Figure 1. Sequential cells grouped by signal name (run 1).
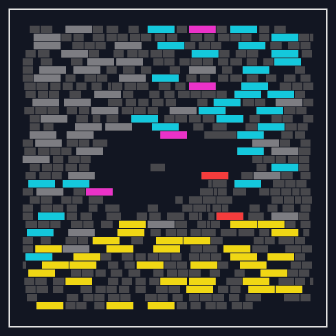
Figure 2. A small window of the routed layout (run 1).
Window x 1 to 51, y 54 to 104 µm. Cells in gray, sequential cells in the stronger gray; small squares are vias.
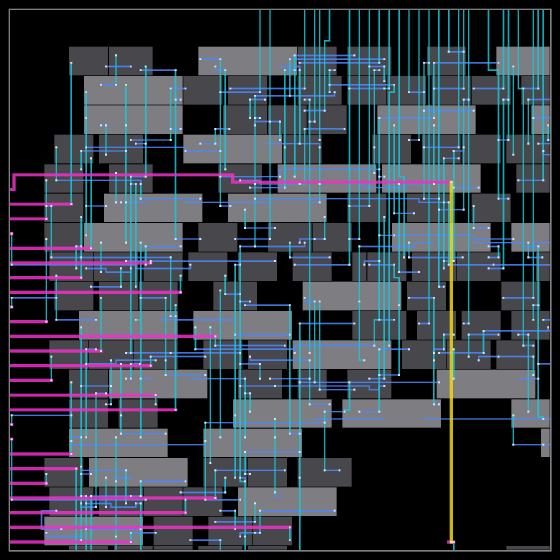
Figure 3. Gate-type map (run 1).
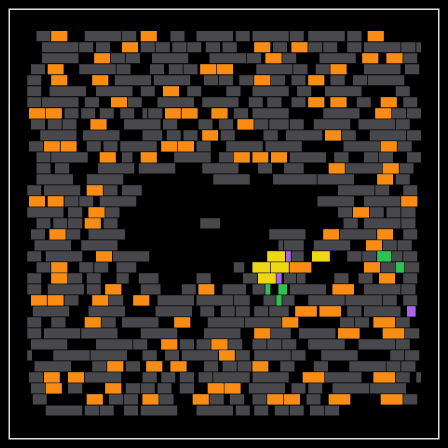
Figure 4. Clock nets (run 1).
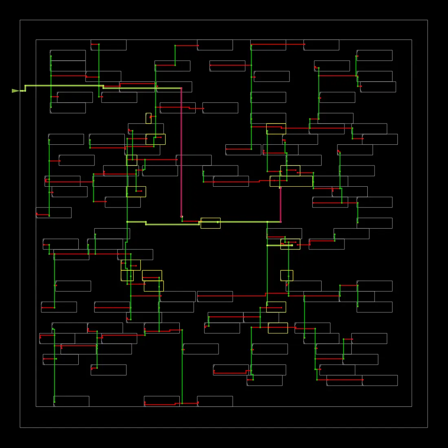
`src/rtl/uncache_unit_pkg.sv`:
```
// Shared types for the uncached access unit: FSM states, access-size codes and
// the registered bus request bundle.
package uncache_unit_pkg;

    localparam int          ADDR_W_DEF     = 32;
    localparam int          DATA_W_DEF     = 32;
    localparam logic [31:0] PADDR_MASK_DEF = 32'h1FFF_FFFF;

    localparam logic [1:0] SIZE_B = 2'd0;
    localparam logic [1:0] SIZE_H = 2'd1;
    localparam logic [1:0] SIZE_W = 2'd2;

    typedef enum logic [1:0] {
        IDLE = 2'd0,
        REQ  = 2'd1,
        WAIT = 2'd2,
        DONE = 2'd3
    } state_t;

    typedef struct packed {
        logic                  wr;
        logic [1:0]            size;
        logic [ADDR_W_DEF-1:0] addr;
        logic [3:0]            wstrb;
        logic [DATA_W_DEF-1:0] wdata;
    } bus_req_t;

    function automatic bus_req_t make_req(
        input logic                  wr,
        input logic [1:0]            size,
        input logic [ADDR_W_DEF-1:0] paddr,
        input logic [3:0]            wstrb,
        input logic [DATA_W_DEF-1:0] wdata
    );
        bus_req_t r;
        r.wr    = wr;
        r.size  = size;
        r.addr  = paddr;
        r.wstrb = wstrb;
        r.wdata = wdata;
        return r;
    endfunction

endpackage

```
`src/rtl/uncache_wbuf.sv`:
```
// One-entry posted-store buffer for the uncached unit; drains a single bus write
// and reports busy until its data phase completes (built only with UNCACHE_WBUF_EN).
`ifdef UNCACHE_WBUF_EN
module uncache_wbuf
    import uncache_unit_pkg::*;
(
    input  logic     clk,
    input  logic     rst,
    input  logic     push,
    input  bus_req_t push_entry,
    input  logic     bus_addr_ok,
    input  logic     bus_data_ok,
    output logic     busy,
    output logic     bus_req,
    output bus_req_t entry
);

    logic     valid;
    logic     addr_pend;
    bus_req_t entry_q;

    // addr_ok and data_ok may coincide; the entry retires in that same cycle.
    always_ff @(posedge clk or posedge rst) begin
        if (rst) begin
            valid     <= 1'b0;
            addr_pend <= 1'b0;
            entry_q   <= '0;
        end else if (push) begin
            valid     <= 1'b1;
            addr_pend <= 1'b1;
            entry_q   <= push_entry;
        end else if (valid) begin
            if (addr_pend && bus_addr_ok)
                addr_pend <= 1'b0;
            if (bus_data_ok && (!addr_pend || bus_addr_ok))
                valid <= 1'b0;
        end
    end

    assign busy    = valid;
    assign bus_req = valid && addr_pend;
    assign entry   = entry_q;

endmodule
`endif

```
`src/rtl/uncache_unit.sv`:
```
// Single uncached access engine on an SRAM-like bus (req/addr_ok/data_ok).
// Define UNCACHE_WBUF_EN to post stores through a one-entry write buffer.
module uncache_unit
    import uncache_unit_pkg::*;
#(
    parameter int               ADDR_W     = ADDR_W_DEF,
    parameter int               DATA_W     = DATA_W_DEF,
    parameter logic [ADDR_W-1:0] PADDR_MASK = PADDR_MASK_DEF
) (
    input  logic              clk,
    input  logic              rst,
    input  logic              cpu_req,
    input  logic              cpu_uncache,
    input  logic              cpu_wr,
    input  logic [1:0]        cpu_size,
    input  logic [ADDR_W-1:0] cpu_addr,
    input  logic [3:0]        cpu_wstrb,
    input  logic [DATA_W-1:0] cpu_wdata,
    output logic              cpu_stall,
    output logic              cpu_rvalid,
    output logic [DATA_W-1:0] cpu_rdata,
    output logic              bus_req,
    output logic              bus_wr,
    output logic [1:0]        bus_size,
    output logic [ADDR_W-1:0] bus_addr,
    output logic [3:0]        bus_wstrb,
    output logic [DATA_W-1:0] bus_wdata,
    input  logic              bus_addr_ok,
    input  logic              bus_data_ok,
    input  logic [DATA_W-1:0] bus_rdata
);

    state_t            state, state_nxt;
    bus_req_t          req_q, new_req, bus_sel;
    logic              accept, capture, wbuf_busy;
    logic [DATA_W-1:0] rdata_q;

    assign new_req = make_req(cpu_wr, cpu_size, cpu_addr & PADDR_MASK, cpu_wstrb, cpu_wdata);

`ifdef UNCACHE_WBUF_EN
    logic     wbuf_push, wbuf_bus_req;
    bus_req_t wbuf_entry;

    uncache_wbuf u_wbuf (
        .clk         (clk),
        .rst         (rst),
        .push        (wbuf_push),
        .push_entry  (new_req),
        .bus_addr_ok (bus_addr_ok),
        .bus_data_ok (bus_data_ok),
        .busy        (wbuf_busy),
        .bus_req     (wbuf_bus_req),
        .entry       (wbuf_entry)
    );

    // Loads only start with the buffer empty, so the two bus masters never overlap.
    assign bus_sel = wbuf_busy ? wbuf_entry : req_q;
    assign bus_req = (state == REQ) || wbuf_bus_req;
`else
    assign wbuf_busy = 1'b0;
    assign bus_sel   = req_q;
    assign bus_req   = (state == REQ);
`endif

    always_comb begin
        // NOTE: every signal driven here gets a default first so no path infers a latch.
        state_nxt = state;
        accept    = 1'b0;
        capture   = 1'b0;
`ifdef UNCACHE_WBUF_EN
        wbuf_push = 1'b0;
`endif
        case (state)
            IDLE: begin
                if (cpu_req && cpu_uncache && !wbuf_busy) begin
                    accept    = 1'b1;
                    state_nxt = REQ;
`ifdef UNCACHE_WBUF_EN
                    if (cpu_wr) begin
                        wbuf_push = 1'b1;
                        state_nxt = DONE;
                    end
`endif
                end
            end
            REQ: begin
                if (bus_addr_ok) begin
                    if (bus_data_ok) begin
                        capture   = 1'b1;
                        state_nxt = DONE;
                    end else begin
                        state_nxt = WAIT;
                    end
                end
            end
            WAIT: begin
                if (bus_data_ok) begin
                    capture   = 1'b1;
                    state_nxt = DONE;
                end
            end
            DONE:    state_nxt = IDLE;
            default: state_nxt = IDLE;
        endcase
    end

    // NOTE: state registers use non-blocking assignment so all flops update together.
    always_ff @(posedge clk or posedge rst) begin
        if (rst) begin
            state   <= IDLE;
            req_q   <= '0;
            rdata_q <= '0;
        end else begin
            state <= state_nxt;
            if (accept)
                req_q <= new_req;
            if (capture && !req_q.wr)
                rdata_q <= bus_rdata;
        end
    end

    // Stall also covers a request held off by a draining buffered store.
    assign cpu_stall  = (state == REQ) || (state == WAIT) ||
                        ((state == IDLE) && cpu_req && cpu_uncache);
    assign cpu_rvalid = (state == DONE);
    assign cpu_rdata  = rdata_q;

    assign bus_wr    = bus_sel.wr;
    assign bus_size  = bus_sel.size;
    assign bus_addr  = bus_sel.addr;
    assign bus_wstrb = bus_sel.wstrb;
    assign bus_wdata = bus_sel.wdata;

endmodule

```
`config.mk`:
```
export PLATFORM = sky130hd
export DESIGN_NAME = uncache_unit
export DESIGN_NICKNAME = d
export VERILOG_FILES = /design/src/rtl/uncache_unit_pkg.sv /design/src/rtl/uncache_wbuf.sv /design/src/rtl/uncache_unit.sv
export SDC_FILE = /design/constraint.sdc
export NUM_CORES = 1
export LEC_CHECK = 0
export CORE_MARGIN = 4
export CORE_UTILIZATION = 42
export DETAILED_ROUTE_END_ITERATION = 10
export PLACE_DENSITY = 0.85
export SLEW_MARGIN = 30
export SYNTH_ARGS = -nofsm -noshare
export SYNTH_HDL_FRONTEND = slang
export SYNTH_SLANG_ARGS = --single-unit
```
`constraint.sdc`:
```
create_clock -name clk -period 8.2 [get_ports clk]
set_input_delay 2.46 -clock clk [delete_from_list [all_inputs] [get_ports clk]]
set_output_delay 2.46 -clock clk [all_outputs]
set_load 0.01 [all_outputs]
```
==> reports/results.ini, run 1 <==
[outcome]
status=completed

[floorplanning]
rows=35
die_x_um=106
chip_area_mm2=0.0112
core_area_mm2=0.00928
die_y_um=106

[finish]
lay_top_count=clkdlybuf4s50_1
nets=563
n_all_buffers=211
nFillCells=690
flops=102
final_area_mm2=0.00640
buf_share_pct=32.9
clock_area_share_pct=3.28

[global_route]
grt_pass1_vias=3047
use_met1_pct=19.0

[timing]
timing.fmax_ghz=0.164
finalWorstSetupSlack_ns=2.09
grt_setup_unrepaired=false
period_used_pct=74.6
min_period_ns=6.11

[worst_setup_path]
end_kind=output pin
cp.depth=4
rr_startpoint=state[0]

[route]
route.met2.wl_mm=5.01
post_drt_wl_per_cell_um=16.5
post-route-drc-count=0
dr.pass1.iters=4

[hold_path]
whs_path_depth=1

[yosys]
ys_types=21
yosys_warnings=0

[pwr]
pwr-share-seq_pct=37.9
power.share.switching_pct=29.8

[placed_design]
port_buffers=208

[cts]
clkLatencyLatePin_ns=0.35

Notes on Figure 1 above:
Key: red = state [flops 2]; magenta = bus_wstrb [flops 4]; yellow = cpu_rdata [flops 32, where a band across the bottom]; cyan = bus_addr [flops 29]

Notes on Figure 2 above:
Key: magenta = met3; yellow = met4; blue = met1; cyan = met2
105 logic cells have their middle in the window. Most frequent: clkdlybuf4s50_1 (50), mux2_2 (26), dfrtp_1 (25). Sequential cells in the window: 25. Netlist names of flops here include bus_wdata (23), bus_addr (2).

Notes on Figure 3 above:
Key: green = NAND gates [cells 5]; purple = inverters [cells 3]; yellow = adder and majority cells [cells 5]; orange = multiplexers [cells 101, where widely spread]

Notes on Figure 4 above:
clock sinks: 102
Num CTS Buffers: 9
Clock Skew: 0.0102 ns

## run 1: state kept, by name, indices dropped and copies added (netlist names)
signal,flops
bus_wr,1
bus_wstrb,4
bus_size,2
cpu_rdata,32
bus_addr,29
state,2
bus_wdata,32
## run 1: synthesized netlist by cell type
cell type  count  area [µm²]
nand3_2        1        10.0
a21oi_2        1        8.76
nor3_4         1        16.3
nor2_1         1        3.75
buf_6          5        56.3
mux2_4        11         165
nand2b_1       2        12.5
a21bo_2        1        10.0
o22a_1         1        8.76
ha_1           5        62.6
or2b_2         1        8.76
and3_1         1        6.26
buf_4          3        22.5
mux2_1         9         101
buf_2          5        25.0
nand2_1        2        7.51
a41oi_1        1        8.76
conb_1         1        3.75
mux2_2        81         912
inv_1          3        11.3
dfrtp_1      102        2550
--- run 2 (diff from run 1) ---
Settings changed: CORE_UTILIZATION 42 to 35, PLACE_DENSITY 0.85 to 0.76.
Clock period 8.2 ns to 4.9 ns, I/O delays scaled along.
==> run 2 against run 1 <==
Flip-flop count unchanged. Clock skew fell by 0.0052 ns. Global-route usage is 2.7 points lower. First-iteration DRC count grew 71%. Sequential power up 67%. Worst setup slack worse by 1.4 ns. Via count is 0.19% lower. Worst hold slack got worse by 0.0013 ns. Design area is 1.3% higher. Cell count up 1.5%. Register-to-register slack worse by 3.3 ns.
==> reports/results.ini, run 2 <==
[outcome]
status=completed

[route]
post-route-drc-count=0
vias=2692
post_drt_wl_per_cell_um=16.7
routed.top_layer=met4
drtAntennaViolNets=0
dr.pass1.iters=4
route.met2.wl_mm=5.17
wl_met1_mm=3.64

[finish]
antenna_cells=0
most-common-layout-cells=clkdlybuf4s50_1, dfrtp_1, mux2_2
final_area_mm2=0.00648
nets=563
final_util_pct=58.8

[timing]
finClkSkew_ns=0.00501
slew_viol_final=0
timing.fmax_ghz=0.240
period_used_pct=85.1
min_period_ns=4.17
grt_setup_unrepaired=false
hold_viol=0
finalWorstSetupSlack_ns=0.732

[yosys]
async_flop_share_pct=100
flop_cell=dfrtp_1
logic_family=multiplexers
synthCells=238
ys_top_cells_by_count=dfrtp_1, mux2_2, mux2_4
ys_types=21
yosys_warnings=0
top_area_share_pct=63.6
yosysMostFrequentCell=dfrtp_1
synthAdderAreaFrac_pct=1.56
topCellsByArea=dfrtp_1, mux2_2, mux2_4
postSynthSeqShare_pct=63.6
largest_area_cell=dfrtp_1
edf_count=0

[cts]
path_clk_slew_ns=0.06
holdBufCountCts=0
clkLatencyLatePin_ns=0.33
clkSinkCount=102
numCtsBuffers=9
clockRootBuffer=clkbuf_16

[floorplanning]
die_x_um=115
rows=38
core_area_mm2=0.0110
initial_core_util_pct=36.4
die_y_um=115
chip_area_mm2=0.0132

[worst_setup_path]
start_kind=primary input
cp.required_ns=3.43
worst-r2r-cell-count=5
cp_num_buf_inv=2
cp.depth=4
end_kind=output pin
worstSetupPathType=in -> out

[pwr]
power_leader=combinational logic
pwr.group.clock_mw=0.664
pwr-share-seq_pct=36.7
p_sw_mw=1.18
power.share.switching_pct=29.0
total_power_mw=4.06
p_leak_nw=2.75

[global_route]
use_met1_pct=16.5
grt_usage_pct=14.7
grt_use_met2_pct=25.0
busiest_layer=met2
grt_pass1_vias=2949

[hold_path]
whs_path_depth=1

[placed_design]
port_buffers=208
placed_cells=578

## run 2: cell counts after synthesis
Identical to the previous run, type by type.
## run 2: final cells by class
type / instances / area (µm²)
timing repair buffer: 211 / 2100
multi-input combinational: 122 / 1360
tap: 140 / 175
inverter: 3 / 16.3
clock buffer: 13 / 270
fill: 900 / 4550
sequential: 102 / 2550
clock inverter: 1 / 5.00
## run 2: path summary, 6_finish.rpt
kind	start	endpoint	slack [ns]
worst max-delay path	cpu_uncache	cpu_stall	0.73
worst min-delay path	bus_addr[26]	bus_addr[26]	0.49
worst max register to register	state[0]	bus_wdata[14]	2.74
worst min register to register	bus_addr[26]	bus_addr[26]	0.49
max in group asynchronous	rst	bus_wdata[3]	2.47
min in group asynchronous	rst	bus_addr[6]	1.67
Figure 5. Gate-type map (run 2).
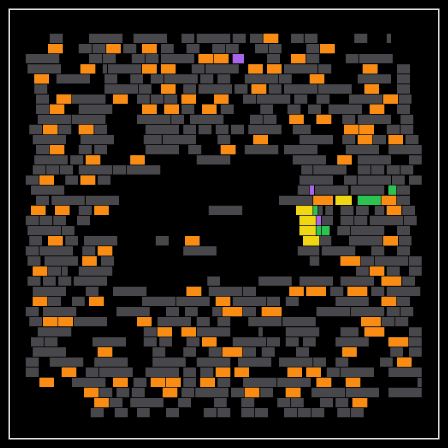
logic share of the area: 21.0%
Commonest Layout Cell: clkdlybuf4s50_1
Layout Cells excl Fill: 592

--- run 3 (diff from run 2) ---
Settings changed: CELL_PAD_IN_SITES_DETAIL_PLACEMENT from default to 2, CELL_PAD_IN_SITES_GLOBAL_PLACEMENT from default to 2, CORE_UTILIZATION 35 to 22, PLACE_DENSITY 0.76 to default, PLACE_DENSITY_LB_ADDON from default to 0.1.
==> run 3 against run 2 <==
Clock power grew 14%. Design area up 2.3%. Worst hold slack better by 0.0035 ns. Clock skew grew 0.0054 ns. Register-to-register slack worse by 0.05 ns. Utilization is 22 points lower. Via count increased by 4.0%. Synthesized cell count unchanged. First-iteration DRC count is 50% lower. Cell count rose by 16%. Synthesized area stayed put. Global-route usage is 3.0 points lower. Critical path type unchanged. Largest cell class unchanged. Highest routed layer unchanged.
==> reports/results.ini, run 3 <==
[outcome]
status=completed

[floorplanning]
die_y_um=143
rows=49
chip_area_mm2=0.0205
n_tap_cell=229
initial_core_util_pct=22.3
die_x_um=143
core_area_mm2=0.0180

[worst_setup_path]
r2r-end=bus_wstrb[1]
cp.required_ns=3.43
worstSetupPathType=in -> out
crit_path_end=cpu_stall
end_kind=output pin
start_kind=primary input
crit_start=cpu_uncache
cp_num_buf_inv=2
cp.depth=4
rr_startpoint=state[0]
rrSetupSlack_ns=2.69
crit_path_max_incr_delay_ns=0.56
worst-r2r-cell-count=5

[finish]
nets=564
most-common-layout-cells=clkdlybuf4s50_1, dfrtp_1, mux2_2
comb_share_pct=20.5
largestClassByArea=sequential cells
final_cells=684
inverters=3
ff_latch_area_mm2=0.00255
clock_area_share_pct=4.64
logic_area_mm2=0.00136
flops=102
final_area_mm2=0.00663
n_all_buffers=212
nMultiInputCombCells=122
nFillCells=1816
lay_top_count=clkdlybuf4s50_1
buf_share_pct=31.8
seq_share_pct=38.5
antenna_cells=0

[hold_path]
min_from=bus_wdata[3]
whs_path_depth=1
hold_end=bus_wdata[3]

[pwr]
p_leak_nw=2.76
peakVddDrop_v=0.000197
power_leader=combinational logic
pg_seq_mw=1.49
internal_power_mw=2.92
comb_power_share_pct=46.3
power.share.switching_pct=30.3
p_sw_mw=1.27
pwr-share-seq_pct=35.7

[yosys]
synth_area_per_cell_um2=16.9
topCellsByArea=dfrtp_1, mux2_2, mux2_4
yosysMostFrequentCell=dfrtp_1
postSynthSeqShare_pct=63.6
async_flop_share_pct=100
top_area_share_pct=63.6
syn_area_mm2=0.00401
synthCells=238
yosys_warnings=0
largest_area_cell=dfrtp_1
edf_count=0
flop_cell=dfrtp_1
ys_top_cells_by_count=dfrtp_1, mux2_2, mux2_4
ys_types=21

[placed_design]
placed_cells=668
place_hpwl_mm=8.96
port_buffers=208

[global_route]
grt_usage_pct=11.7
antenna_found_initial=0
grt_pass1_vias=3220

[route]
drtAntennaViolNets=0
post-route-drc-count=0
post_drt_wl_per_cell_um=17.8
vias=2801
dr.pass1.iters=3

[timing]
hold_viol=0
grt_setup_unrepaired=false
timing.fmax_ghz=0.237
slew_viol_final=0
period_used_pct=86.1
min_period_ns=4.22

[cts]
clkSinkCount=102
clockRootBuffer=clkbuf_16
numCtsBuffers=9
path_clk_slew_ns=0.08
holdBufCountCts=0
clockBufferDepth=2

run 3: cell counts after synthesis:
Identical to the previous run, type by type.
run 3: stage by stage:
stage	total power, mW	util [%]	worst slack, ns
2_1_floorplan	2.33	-	0.755
3_5_place_dp	3.49	35.2	0.662
5_1_grt	4.45	36.9	0.638
4_1_cts	4.28	36.9	0.657
6_report	4.18	36.9	0.684
3_3_place_gp	3.43	35.2	0.663
run 3: kinds of logic after synthesis:
logic type | share of synthesized area, %
DFF | 63.6
muxes | 29.4
buffers and inverters | 2.87
and+or+nand+nor | 1.62
adders and majority gates | 1.56
AOI/OAI and AO/OA | 0.904
other | 0.0934
run 3: per-layer routing:
layer	global-route usage (%)	part of all wire, %	up-vias
li1	-	-	1243
met1	13.0	38	1438
met2	20.4	51	108
met3	4.25	8.9	12
met4	4.85	2.1	0
met5	0	0	-
Figure 6. Clock nets (run 3).
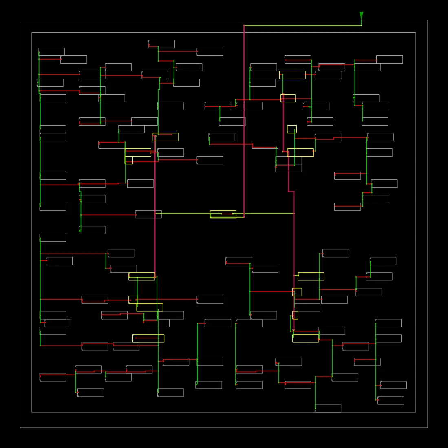
clock buffers: 10
clk_lat worst skew: 0.35 ns
Clock Skew: 0.0104 ns
clk pwr: 0.754 mW

Power figures rest on the tool's default switching activity, not on a simulated workload.
